$ cat src/rtl/addern_complex_pipe_if.sv
// Handshake and data bus of the pipelined N-input complex adder.
// slave side is the adder, master side is whoever feeds and drains it.
interface addern_complex_pipe_if #(
  parameter int N     = 3,
  parameter int W_IN  = 7,
  parameter int W_OUT = 9
);
  logic                 in_valid;
  logic                 in_ready;
  logic [N*W_IN-1:0]    a_re_flat;
  logic [N*W_IN-1:0]    a_im_flat;
  logic                 out_valid;
  logic                 out_ready;
  logic [W_OUT-1:0]     d_re;
  logic [W_OUT-1:0]     d_im;
  logic                 ovf;
  logic                 ovf_sticky;
  logic                 ovf_clr;

  modport master (
    output in_valid, a_re_flat, a_im_flat, out_ready, ovf_clr,
    input  in_ready, out_valid, d_re, d_im, ovf, ovf_sticky
  );

  modport slave (
    input  in_valid, a_re_flat, a_im_flat, out_ready, ovf_clr,
    output in_ready, out_valid, d_re, d_im, ovf, ovf_sticky
  );
endinterface

$ cat src/rtl/addern_complex_pipe.sv
// Pipelined N-input complex fixed-point adder tree.
// One registered tree level per stage, last level feeds the output register
// (optionally saturated back to input width). Whole pipe stalls as one unit.

// Pair adder for one tree node: sign-extend both operands by one bit and add.
module addern_complex_pipe_node #(
  parameter int WI = 7
) (
  input  logic [WI-1:0] a_re,
  input  logic [WI-1:0] a_im,
  input  logic [WI-1:0] b_re,
  input  logic [WI-1:0] b_im,
  output logic [WI:0]   s_re,
  output logic [WI:0]   s_im
);
  assign s_re = {a_re[WI-1], a_re} + {b_re[WI-1], b_re};
  assign s_im = {a_im[WI-1], a_im} + {b_im[WI-1], b_im};
endmodule

module addern_complex_pipe #(
  parameter int QI  = 3,
  parameter int QF  = 3,
  parameter int N   = 3,
  parameter int SAT = 0
) (
  input  logic                 clk,
  input  logic                 rst_n,
  addern_complex_pipe_if.slave bus
);
  localparam int W_IN   = QI + QF + 1;
  localparam int G      = $clog2(N);
  localparam int STAGES = G;
  localparam int W_SUM  = W_IN + G;
  localparam int W_OUT  = (SAT != 0) ? W_IN : W_SUM;

  // element count after l tree levels (odd leftovers carried upward)
  function automatic int lvl_cnt(input int l);
    return (N + (1 << l) - 1) >> l;
  endfunction

  logic                   stall;
  logic [STAGES:1]        vld_q;
  logic [STAGES:0]        vld_pipe;
  logic [N-1:0][W_IN-1:0] in_re;
  logic [N-1:0][W_IN-1:0] in_im;
  logic [W_SUM-1:0]       sum_re;
  logic [W_SUM-1:0]       sum_im;
  logic [W_OUT-1:0]       res_re;
  logic [W_OUT-1:0]       res_im;
  logic                   res_ovf;
  logic [W_OUT-1:0]       d_re_q;
  logic [W_OUT-1:0]       d_im_q;
  logic                   ovf_q;
  logic                   sticky_q;

  // vld_pipe[0] is the incoming beat, vld_pipe[s] the valid of stage s
  assign vld_pipe     = {vld_q, bus.in_valid};
  assign stall        = vld_pipe[STAGES] & ~bus.out_ready;
  assign bus.in_ready = ~stall;

  // flat bus already packs channel k at [k*W_IN +: W_IN]
  assign in_re = bus.a_re_flat;
  assign in_im = bus.a_im_flat;

  // valid shift register; frozen together with the data on stall
  always_ff @(posedge clk) begin
    if (!rst_n)      vld_q <= '0;
    else if (!stall) vld_q <= vld_pipe[STAGES-1:0];
  end

  for (genvar l = 1; l <= STAGES; l++) begin : g_lvl
    localparam int NI = lvl_cnt(l - 1);
    localparam int NO = lvl_cnt(l);
    localparam int WI = W_IN + l - 1;

    logic [NI-1:0][WI-1:0] x_re;
    logic [NI-1:0][WI-1:0] x_im;
    logic [NO-1:0][WI:0]   s_re;
    logic [NO-1:0][WI:0]   s_im;

    if (l == 1) begin : g_src_in
      assign x_re = in_re;
      assign x_im = in_im;
    end else begin : g_src_lvl
      assign x_re = g_lvl[l-1].g_reg.q_re;
      assign x_im = g_lvl[l-1].g_reg.q_im;
    end

    for (genvar i = 0; i < NI / 2; i++) begin : g_node
      addern_complex_pipe_node #(.WI(WI)) u_node (
        .a_re (x_re[2*i]),
        .a_im (x_im[2*i]),
        .b_re (x_re[2*i+1]),
        .b_im (x_im[2*i+1]),
        .s_re (s_re[i]),
        .s_im (s_im[i])
      );
    end

    // odd element rides up one level, sign-extended to keep widths aligned
    if (NI % 2 != 0) begin : g_odd
      assign s_re[NO-1] = {x_re[NI-1][WI-1], x_re[NI-1]};
      assign s_im[NO-1] = {x_im[NI-1][WI-1], x_im[NI-1]};
    end

    // inner level register; the last level is registered by the output stage
    if (l < STAGES) begin : g_reg
      logic [NO-1:0][WI:0] q_re;
      logic [NO-1:0][WI:0] q_im;

      // bubbles may load here, only vld_pipe qualifies the contents
      always_ff @(posedge clk) begin
        if (!rst_n) begin
          q_re <= '0;
          q_im <= '0;
        end else if (!stall) begin
          q_re <= s_re;
          q_im <= s_im;
        end
      end
    end
  end

  assign sum_re = g_lvl[STAGES].s_re[0];
  assign sum_im = g_lvl[STAGES].s_im[0];

  if (SAT != 0) begin : g_sat
    logic re_sat;
    logic im_sat;

    // returns {saturated, value}; value fits when the G+1 top bits agree
    function automatic logic [W_IN:0] clip(input logic [W_SUM-1:0] v);
      logic fits;
      fits = (v[W_SUM-1:W_IN-1] == {(G+1){v[W_SUM-1]}});
      if (fits)            return {1'b0, v[W_IN-1:0]};
      else if (v[W_SUM-1]) return {1'b1, 1'b1, {(W_IN-1){1'b0}}};
      else                 return {1'b1, 1'b0, {(W_IN-1){1'b1}}};
    endfunction

    assign {re_sat, res_re} = clip(sum_re);
    assign {im_sat, res_im} = clip(sum_im);
    assign res_ovf          = re_sat | im_sat;
  end else begin : g_full
    assign res_re  = sum_re;
    assign res_im  = sum_im;
    assign res_ovf = 1'b0;
  end

  // output register loads only real beats so d/ovf keep the last sum between beats
  always_ff @(posedge clk) begin
    if (!rst_n) begin
      d_re_q <= '0;
      d_im_q <= '0;
      ovf_q  <= 1'b0;
    end else if (!stall && vld_pipe[STAGES-1]) begin
      d_re_q <= res_re;
      d_im_q <= res_im;
      ovf_q  <= res_ovf;
    end
  end

  // sticky overflow: set on a delivered saturated beat, set beats a same-cycle clear
  always_ff @(posedge clk) begin
    if (!rst_n)                                          sticky_q <= 1'b0;
    else if (vld_pipe[STAGES] && bus.out_ready && ovf_q) sticky_q <= 1'b1;
    else if (bus.ovf_clr)                                sticky_q <= 1'b0;
  end

  assign bus.out_valid  = vld_pipe[STAGES];
  assign bus.d_re       = d_re_q;
  assign bus.d_im       = d_im_q;
  assign bus.ovf        = ovf_q;
  assign bus.ovf_sticky = sticky_q;
endmodule

$ cat src/flat_wrapper.sv
// flat-port wrapper written by rule: the top's interface ports become plain ports
module addern_complex_pipe_flat 
#(
  parameter int QI  = 3,
  parameter int QF  = 3,
  parameter int N   = 3,
  parameter int SAT = 0
)
  (clk, rst_n, bus_in_valid, bus_a_re_flat, bus_a_im_flat, bus_out_ready, bus_ovf_clr, bus_in_ready, bus_out_valid, bus_d_re, bus_d_im, bus_ovf, bus_ovf_sticky);
  addern_complex_pipe_if #(.N(N), .W_IN(7), .W_OUT(9)) bus_i ();
  input  logic clk;
  input  logic rst_n;
  input wire logic [$bits(bus_i.in_valid)-1:0] bus_in_valid;
  input wire logic [$bits(bus_i.a_re_flat)-1:0] bus_a_re_flat;
  input wire logic [$bits(bus_i.a_im_flat)-1:0] bus_a_im_flat;
  input wire logic [$bits(bus_i.out_ready)-1:0] bus_out_ready;
  input wire logic [$bits(bus_i.ovf_clr)-1:0] bus_ovf_clr;
  output wire logic [$bits(bus_i.in_ready)-1:0] bus_in_ready;
  output wire logic [$bits(bus_i.out_valid)-1:0] bus_out_valid;
  output wire logic [$bits(bus_i.d_re)-1:0] bus_d_re;
  output wire logic [$bits(bus_i.d_im)-1:0] bus_d_im;
  output wire logic [$bits(bus_i.ovf)-1:0] bus_ovf;
  output wire logic [$bits(bus_i.ovf_sticky)-1:0] bus_ovf_sticky;
  assign bus_i.in_valid = bus_in_valid;
  assign bus_i.a_re_flat = bus_a_re_flat;
  assign bus_i.a_im_flat = bus_a_im_flat;
  assign bus_i.out_ready = bus_out_ready;
  assign bus_i.ovf_clr = bus_ovf_clr;
  assign bus_in_ready = bus_i.in_ready;
  assign bus_out_valid = bus_i.out_valid;
  assign bus_d_re = bus_i.d_re;
  assign bus_d_im = bus_i.d_im;
  assign bus_ovf = bus_i.ovf;
  assign bus_ovf_sticky = bus_i.ovf_sticky;
  addern_complex_pipe #(.QI(QI), .QF(QF), .N(N), .SAT(SAT)) u_core (.clk(clk), .rst_n(rst_n), .bus(bus_i));
endmodule
$ cat config.mk
export PLATFORM = sky130hd
export DESIGN_NAME = addern_complex_pipe_flat
export DESIGN_NICKNAME = d
export VERILOG_FILES = /design/src/rtl/addern_complex_pipe_if.sv /design/src/rtl/addern_complex_pipe.sv /design/src/flat_wrapper.sv
export SDC_FILE = /design/constraint.sdc
export NUM_CORES = 1
export LEC_CHECK = 0
export ABC_AREA = 1
export ABC_CLOCK_PERIOD_IN_PS = 3500
export CAP_MARGIN = 30
export CELL_PAD_IN_SITES_DETAIL_PLACEMENT = 1
export CELL_PAD_IN_SITES_GLOBAL_PLACEMENT = 1
export CORE_MARGIN = 5
export CORE_UTILIZATION = 30
export DETAILED_ROUTE_END_ITERATION = 6
export HOLD_SLACK_MARGIN = 0.15
export PLACE_DENSITY = 0.79
export SYNTH_ARGS = -nofsm -noshare
export SYNTH_HDL_FRONTEND = slang
export SYNTH_SLANG_ARGS = --single-unit
$ cat constraint.sdc
create_clock -name clk -period 3.5 [get_ports clk]
set_input_delay 0.525 -clock clk [delete_from_list [all_inputs] [get_ports clk]]
set_output_delay 0.525 -clock clk [all_outputs]
set_load 0.005 [all_outputs]
**Wires at chosen ports, followed through buffers**

Scale: 4 px per µm.
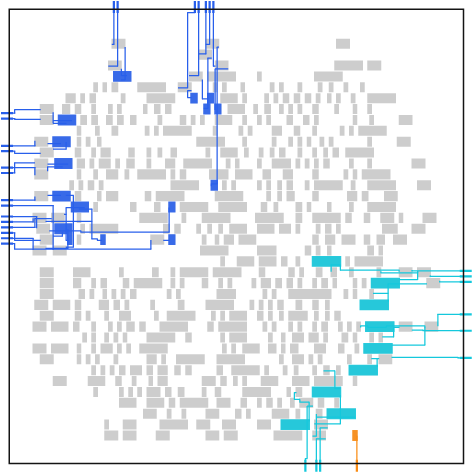
`bus_d_re`: marked cyan, direction output, end cells 9, buffers 9, wire 242 µm. `bus_a_im_flat`: marked blue, direction input, end cells 16, buffers 21, wire 484 µm. `bus_ovf`: marked orange, direction output, end cells 1, buffers 0, wire 6.30 µm.

**Routed clock nets over the placement**

Scale: 4 px per µm.
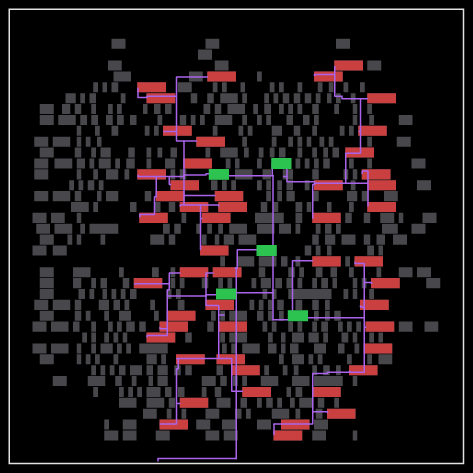
flip-flops: marked red, count 50. clock wires: marked purple, length 615 µm. cells driving clock nets: marked green, count 5.
There are 6 routed clock nets.

**Clock nets**

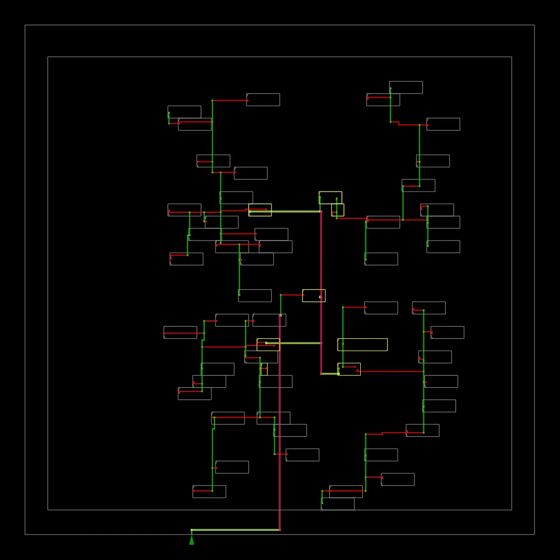
Setup Skew: 0.006467 ns
clock buffer count from CTS: 5
clk latency late pin: 0.30 ns
clock buffers: 6

**Placement by cell class**

Scale: 2 px per µm.
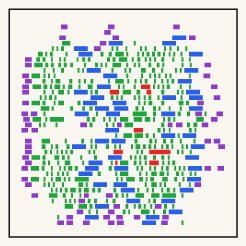
clock drivers and dummy loads: marked red, cells 8. other buffers and delay cells: marked purple, cells 68. flip-flops: marked blue, cells 50. all other logic: marked green, cells 408.

[state kept, by name, summed over array words and instances, names as in the netlist]
signal,cells
u_core.g_lvl.g_reg.q_im,15
u_core.g_lvl.g_reg.q_re,15
u_core.bus.d_im,9
u_core.bus.d_re,9
u_core.vld_q,2
[stage by stage]
step | cell area, µm² | hold WS (ns) | utilization (%) | setup slack (ns)
5_1_grt | 4063 | 0.5179 | 39.18 | 0.9221
4_1_cts | 4063 | 0.5036 | 39.18 | 0.9954
3_5_place_dp | 3953 | 0.4789 | 38.12 | 1.001
6_report | 4063 | 0.4972 | 39.18 | 1.023
3_3_place_gp | 3953 | 0.4714 | 38.12 | 1.025
2_1_floorplan | 3197 | 0.4592 | - | 1.756
[per-layer routing]
metal	vias up	wire [µm]
li1	1610	-
met1	1388	3916
met2	46	3706
met3	6	289
met4	0	83
met5	-	0
[worst paths after layout]
path	slack (ns)	to	cells past startpoint	from
hold / removal	0.50	u_core.g_lvl[1].g_reg.q_im[0]$_SDFFE_PN0N_	2	u_core.g_lvl[1].g_reg.q_im[0]$_SDFFE_PN0N_
hold reg to reg	0.50	u_core.g_lvl[1].g_reg.q_im[0]$_SDFFE_PN0N_	2	u_core.g_lvl[1].g_reg.q_im[0]$_SDFFE_PN0N_
setup reg to reg	1.80	u_core.bus.d_re[6]$_SDFFE_PN0P_	10	u_core.g_lvl[1].g_reg.q_re[0]$_SDFFE_PN0N_
setup / recovery	1.02	bus_in_ready	4	bus_out_ready
[cells by family after synthesis]
group,count (synthesis),synth area share [%]
XOR/XNOR,9,2.468
AND-OR/OR-AND,74,12.15
buffers and inverters,86,10.97
flip-flops,50,31.35
adder cells (fa/ha/maj),34,14.26
AND/OR/NAND/NOR,219,28.68
other,1,0.1174
==> impl_metrics.py <==
# Metrics from the implementation run
metrics = {
    "floorplan": {
        "dieHeight_um": 113.2,
        "io_pins": 69,
        "tap_cells": 136,
        "fp_util_pct": 30.79,
        "die-width_um": 113.2,
    },
    "grt": {
        "grt_max_degree": 43,
        "grt_antenna_before_repair": 0,
        "grtUsageMet1_pct": 16.64,
    },
    "yosys": {
        "ys_cells": 473,
        "synth_seq_share_pct": 31.35,
        "syn_avg_cell_area_um2": 6.751,
        "top_area_cell": "dfxtp_1",
        "ys_area_um2": 3193,
        "async_flop_share_pct": 0,
        "ys_ff": 50,
        "synth_top_cell_by_count": "nand2_1",
        "ys_warn_count": 0,
        "synth_cells": 473,
    },
    "finish": {
        "comb_share_pct": 45.43,
        "nNetsFinal": 614,
        "dominant_cells": "combinational gates",
        "clkCellAreaFrac_pct": 2.710,
        "lay_top_cells": "91 x nand2_1, 77 x nor2_1, 68 x inv_1",
        "design.seq.count": 50,
        "fillerInstances": 1334,
        "layout_top_cell": "nand2_1",
        "logic_area_um2": 1846,
        "final-nonclk-buf-share_pct": 16.57,
        "nonClockBufferCount": 68,
        "area_growth_pct": 27.23,
        "stdcell_count": 670,
        "flop_area_um2": 1001,
    },
    "detailed_routing": {
        "drc_errors": 0,
        "wirelength_um": 7995,
        "dr.pass1.iters": 4,
        "viasPerCell": 4.552,
        "ant_nets": 0,
    },
    "power": {
        "power_leader": "registers",
        "pwr-share-clk_pct": 26.6,
        "p_leak_nw": 2.044,
        "powerClk_mw": 0.403,
        "cellPowerDensity_nw_per_um2": 372.5,
        "seq-power_mw": 0.657,
    },
    "hold_path": {
        "min_path_type": "reg2reg",
    },
    "placement": {
        "gp_congestion": 0.7731,
        "placedCellCount": 662,
    },
    "clock_network": {
        "ctsHoldBuffers": 0,
        "cts_sinks": 50,
        "cts_setup_buffers": 0,
        "clkTransAtPathRegs_ns": 0.09,
    },
    "final_timing": {
        "hold_viol": 0,
        "setup_viol": 0,
        "finalCriticalPeriod_ns": 2.477,
    },
    "worst_setup_path": {
        "critPathMostFrequentCell": "clkdlybuf4s50_1",
        "crit_path_top_delay_cell": "clkdlybuf4s50_1",
        "worstPathArrival_ns": 1.95,
        "critPathMaxStageDelay_ns": 0.45,
        "worst_setup_path_start_kind": "input pin",
        "worstPathCellList": "clkdlybuf4s50_1 > nor2_4 > inv_2 > clkdlybuf4s50_1",
        "critPathRequiredTime_ns": 2.97,
    },
    "run_status": {
        "status": "complete, no violations",
    },
}
No activity file was given, so power comes from the tool's default toggle rates.
